File: src/rtl/uart_rx_dma.sv
// Receive-side DMA stage: stores a programmed-length block of UART bytes into
// consecutive RAM addresses through the RX port of the RAM multiplexer.
// Each write is held for HOLD_CYC cycles. A one-byte pending register absorbs
// a byte that arrives during a write. Progress, completion and overrun are
// reported to the control logic.
module uart_rx_dma #(
   parameter int HOLD_CYC = 3
) (
   input  logic        clk,
   input  logic        rst,
   input  logic        start,
   input  logic [14:0] base_ad,
   input  logic [14:0] length,
   input  logic        abort,
   input  logic        rx_valid,
   input  logic [7:0]  rx_byte,
   output logic        rx_en,
   output logic [14:0] rx_ad,
   output logic [7:0]  RX_data,
   output logic        busy,
   output logic        done,
   output logic        overrun,
   output logic [14:0] count
);

   localparam int HW = $clog2(HOLD_CYC);
   localparam logic [HW-1:0] HOLD_LAST = HW'(HOLD_CYC - 1);

   typedef enum logic [1:0] {
      IDLE,
      WAIT,
      WRITE,
      FIN
   } state_t;

   state_t      state;
   state_t      state_next;
   logic [HW-1:0] hold_cnt;
   logic [14:0] ptr;
   logic [14:0] remaining;
   logic        pend_valid;
   logic [7:0]  pend_byte;

   logic        accept_start;
   logic        launch;
   logic        write_exit;
   logic        chain;
   logic        drop;

   // State register
   always_ff @(posedge clk or posedge rst) begin
      if (rst) begin
         state <= IDLE;
      end else begin
         state <= state_next;
      end
   end

   // Next-state decode plus the per-cycle control strobes used by the datapath;
   // a byte arriving on the last hold cycle chains straight into the next write
   always_comb begin
      state_next   = state;
      accept_start = 1'b0;
      launch       = 1'b0;
      write_exit   = 1'b0;
      chain        = 1'b0;
      drop         = 1'b0;
      case (state)
         IDLE: begin
            if (start && !busy) begin
               accept_start = 1'b1;
               state_next   = (length == 15'd0) ? FIN : WAIT;
            end
         end
         WAIT: begin
            if (abort) begin
               state_next = FIN;
            end else if (rx_valid) begin
               launch     = 1'b1;
               state_next = WRITE;
            end
         end
         WRITE: begin
            if (abort) begin
               state_next = FIN;
            end else begin
               drop = rx_valid && pend_valid;
               if (hold_cnt == HOLD_LAST) begin
                  write_exit = 1'b1;
                  if (remaining == 15'd1) begin
                     state_next = FIN;
                  end else if (pend_valid || rx_valid) begin
                     chain      = 1'b1;
                     state_next = WRITE;
                  end else begin
                     state_next = WAIT;
                  end
               end
            end
         end
         FIN: begin
            state_next = IDLE;
         end
         default: begin
            state_next = IDLE;
         end
      endcase
   end

   // Hold-window counter, restarted whenever a new write begins
   always_ff @(posedge clk or posedge rst) begin
      if (rst) begin
         hold_cnt <= '0;
      end else if (launch || chain) begin
         hold_cnt <= '0;
      end else if (state == WRITE) begin
         hold_cnt <= hold_cnt + 1'b1;
      end
   end

   // Address pointer and remaining-byte count, advanced only by completed writes
   always_ff @(posedge clk or posedge rst) begin
      if (rst) begin
         ptr       <= '0;
         remaining <= '0;
      end else if (accept_start) begin
         ptr       <= base_ad;
         remaining <= length;
      end else if (write_exit) begin
         ptr       <= ptr + 15'd1;
         remaining <= remaining - 15'd1;
      end
   end

   // One-byte pending buffer; emptied whenever the transfer leaves WRITE
   always_ff @(posedge clk or posedge rst) begin
      if (rst) begin
         pend_valid <= 1'b0;
         pend_byte  <= '0;
      end else if (state != WRITE || abort || chain) begin
         pend_valid <= 1'b0;
      end else if (rx_valid && !pend_valid) begin
         pend_valid <= 1'b1;
         pend_byte  <= rx_byte;
      end
   end

   // RAM port drive; address and data keep their last value while rx_en is low
   always_ff @(posedge clk or posedge rst) begin
      if (rst) begin
         rx_en   <= 1'b0;
         rx_ad   <= '0;
         RX_data <= '0;
      end else if (launch) begin
         rx_en   <= 1'b1;
         rx_ad   <= ptr;
         RX_data <= rx_byte;
      end else if (chain) begin
         rx_en   <= 1'b1;
         rx_ad   <= ptr + 15'd1;
         RX_data <= pend_valid ? pend_byte : rx_byte;
      end else if (write_exit || (state == WRITE && abort)) begin
         rx_en <= 1'b0;
      end
   end

   // Completed-byte counter, cleared when a transfer is launched
   always_ff @(posedge clk or posedge rst) begin
      if (rst) begin
         count <= '0;
      end else if (accept_start) begin
         count <= '0;
      end else if (write_exit) begin
         count <= count + 15'd1;
      end
   end

   // Status: busy spans launch through the done pulse, overrun is sticky
   always_ff @(posedge clk or posedge rst) begin
      if (rst) begin
         busy    <= 1'b0;
         done    <= 1'b0;
         overrun <= 1'b0;
      end else begin
         done <= (state == FIN);
         if (accept_start) begin
            busy <= 1'b1;
         end else if (done) begin
            busy <= 1'b0;
         end
         if (accept_start) begin
            overrun <= 1'b0;
         end else if (drop) begin
            overrun <= 1'b1;
         end
      end
   end

endmodule

File: config.mk
export PLATFORM = sky130hd
export DESIGN_NAME = uart_rx_dma
export DESIGN_NICKNAME = d
export VERILOG_FILES = /design/src/rtl/uart_rx_dma.sv
export SDC_FILE = /design/constraint.sdc
export NUM_CORES = 1
export LEC_CHECK = 0
export CORE_UTILIZATION = 56
export CTS_CLUSTER_DIAMETER = 80
export DETAILED_ROUTE_END_ITERATION = 6
export PLACE_DENSITY = 0.85
export REMOVE_ABC_BUFFERS = 1
export SYNTH_ARGS = -nofsm -noshare
export SYNTH_HDL_FRONTEND = slang
export SYNTH_SLANG_ARGS = --single-unit
File: constraint.sdc
create_clock -name clk -period 5.2 [get_ports clk]
set_clock_uncertainty 0.05 [all_clocks]
set_input_delay 1.3 -clock clk [delete_from_list [all_inputs] [get_ports clk]]
set_output_delay 1.3 -clock clk [all_outputs]
set_load 0.1 [all_outputs]
==> qor.log <==
INFO  placement      detailed_placer_s_ending_hpwl=7190um
INFO  job            max_cap_viol_count=0
INFO  floorplanning  std_cell_rows=32
INFO  detailed_routing drt-initial-drc-count=279
INFO  setup_path     timing.critical_path.required=5390ps
INFO  hold_path      worst_hold_startpoint=done
INFO  finish         number_of_antenna_repair_diodes=0
INFO  setup_path     critical-path-max-stage-delay=670ps
INFO  synth          number_of_distinct_library_cell_variants_in_the_gate_level_netlist_after_synthesis=56
INFO  floorplanning  die_width=91.0um
INFO  sta            slew_viol_final=0
INFO  synth          yosysWarnings=0
INFO  synth          yosys_area=4430um2
INFO  cts            cts_htree_levels=3
INFO  synth          postSynthAreaPerCell=9.61um2
INFO  hold_path      min_delay_path_depth=1
INFO  finish         mostFrequentLayoutCell=sky130_fd_sc_hd__dfrtp_1
INFO  global_routing grt_antenna_before_repair=0
INFO  power          static-leakage-power=0.00234uW
INFO  synth          seq_area_frac_synth=48.0%
INFO  synth          synth.top_cells.by_area=sky130_fd_sc_hd__dfrtp_1, sky130_fd_sc_hd__nor2_1, sky130_fd_sc_hd__a221o_1
INFO  synth          synthFlopType=sky130_fd_sc_hd__dfrtp_1
INFO  sta            timing.setup.tns=0ps
INFO  cts            postCtsResizedCells=0
INFO  global_routing grtUsageTotal=27.8%
INFO  synth          async_flop_share=100%
INFO  placement      io_buffer_count=84
INFO  hold_path      hold_path_end=busy
INFO  cts            post_cts.repair.setup_buffers=0
INFO  floorplanning  core_region_area=7690um2
INFO  finish         net_total_in_the_final_layout=579
INFO  finish         layout-area-overhead-vs-synth=23.5%
INFO  sta            final-hold-violation-count=0
INFO  setup_path     worstReg2RegStart=remaining[1]
INFO  floorplanning  die_y=91.0um
INFO  synth          ys_ff=85
INFO  detailed_routing post_drt_via_cell_ratio=6.20
INFO  finish         finish.cell_count_without_fillers=638
INFO  setup_path     r2r_end=pend_byte[5]
INFO  power          power_density=596nW/um2
INFO  run_status     outcome=finished, final reports clean
INFO  synth          post_synth_inst_count=461
INFO  sta            rsz0062_at_grt=no
INFO  global_routing first_global_vias=3931
INFO  setup_path     cp_max_stage_cell=sky130_fd_sc_hd__nand3b_1
-- sequential cells by signal, indices dropped and copies added, names as in the netlist --
register,count
busy,1
rx_ad,15
pend_byte,8
count,15
ptr,15
RX_data,8
rx_en,1
pend_valid,1
overrun,1
state,2
remaining,15
hold_cnt,2
done,1
-- metrics by stage --
step / setup WS (ps) / hold WS [ps] / utilization (%) / instance area (um2)
global placement: 1560 / 400 / 68.9 / 5300
CTS: 1830 / 433 / 71.2 / 5470
finish: 1760 / 424 / 71.2 / 5470
floorplan: 1550 / 430 / - / 4280
detailed placement: 1480 / 406 / 68.9 / 5300
global route: 1650 / 463 / 71.2 / 5470
-- power breakdown --
part / switching [uW] / internal, uW
Clock: 238 / 188
Sequential: 263 / 911
Combinational: 1150 / 509
Total: 1660 / 1610
-- cell usage after synthesis, drive strengths merged, types with 2 or more instances --
cell type	count
dfrtp	85
nor2	48
nand2	39
o21ai	32
nand3	22
nor3	22
and3	17
buf	17
a221o	16
clkbuf	13
nand4	11
nor4	11
xor2	11
a21oi	10
o22ai	9
inv	8
mux2	8
o211ai	8
o311ai	8
a211o	6
a21o	5
ha	5
nor3b	5
a31oi	4
nand2b	4
xnor2	4
a22oi	3
and2	3
nor2b	3
nor4b	3
or4	3
and4	2
or2	2
-- worst max-delay path: cells and delay by family --
family	cells	cell delay [ps]
simple gates	3	1480
buf+inv	1	570
compound gates	1	270
-- cell families after synthesis --
logic type | synth area share (%)
fa+ha+maj | 1.41
simple gates | 24.4
compound gates | 17.2
mux | 2.03
buf+inv | 4.04
flops | 48.0
xor+xnor | 2.96
-- metal layers --
layer  global-route usage, %  vias up  wire (um)
li1                        -     1852          -
met1                    38.4     1922       4760
met2                    43.4      157       5030
met3                    5.95       26        682
met4                    10.3        0        208
met5                       0        -          0
-- area by class of cell --
type | instances | area (um2) | share of cell area [%]
clock buffers | 11 | 141 | 2.58
clock inverters | 5 | 36.3 | 0.663
inverters | 8 | 31.3 | 0.571
multi-input cells | 338 | 2130 | 38.9
flip-flops and latches | 85 | 2130 | 38.9
well taps | 102 | 128 | 2.33
repair buffers | 89 | 878 | 16.0
-- how the worst max path moves through the flow --
stage | depth (start not counted) | from | endpoint | slack [ps]
after floorplan | 4 | abort | remaining[9] | 1550
after global placement | 6 | abort | rx_ad[12] | 1560
after detailed placement | 5 | abort | rx_ad[2] | 1480
after CTS | 5 | abort | rx_ad[4] | 1830
after global routing | 5 | abort | rx_ad[4] | 1650
final | 5 | abort | rx_ad[6] | 1760
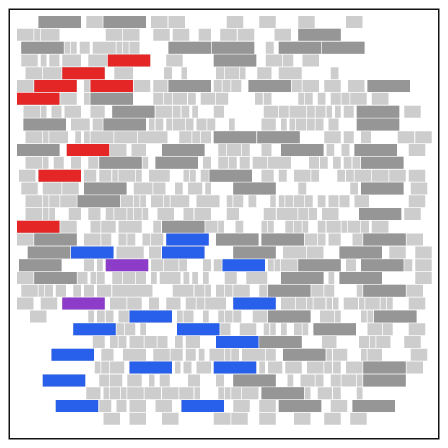
Figure 1: register map, names as in the netlist.
signal	color	sequential cells
state	purple	2
pend_byte	red	8
remaining	blue	15
not colored	60
area occupied by registers: 2130 um2
Seq group: 1170 uW
core utilization of the finished layout: 71.2%

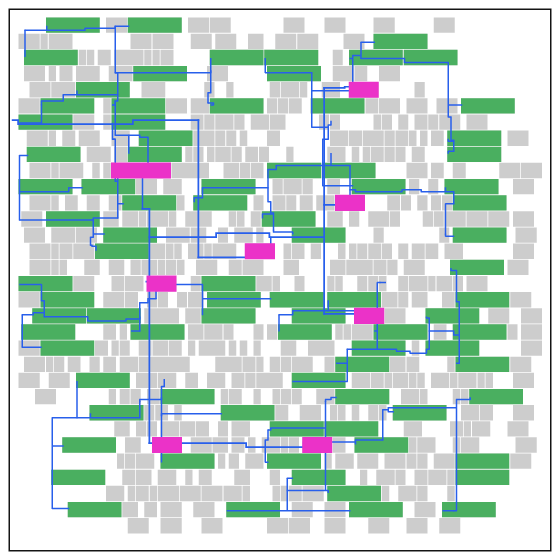
Figure 2: clock network drawn from the DEF.
[clock drivers] magenta | count: 9
[clock wires] blue | length: 972 um
[flip-flops] green | count: 85
flops lie	widely spread
routed clock nets	10

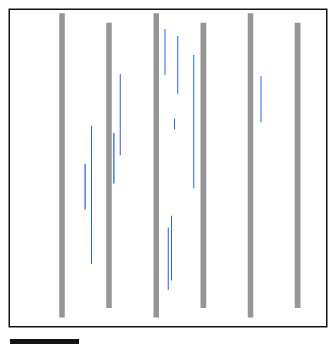
Figure 3: M4 wires.
The bar under the picture is 20 um long. Supply wires on this layer in gray.
main direction	vertical
nets with wire on the layer	10
wire length on this layer	209 um
longest straight run	39.4 um
Via Count: 3957
final routed wirelength across all metal layers: 10700 um

Power and IR drop assume default switching activity.
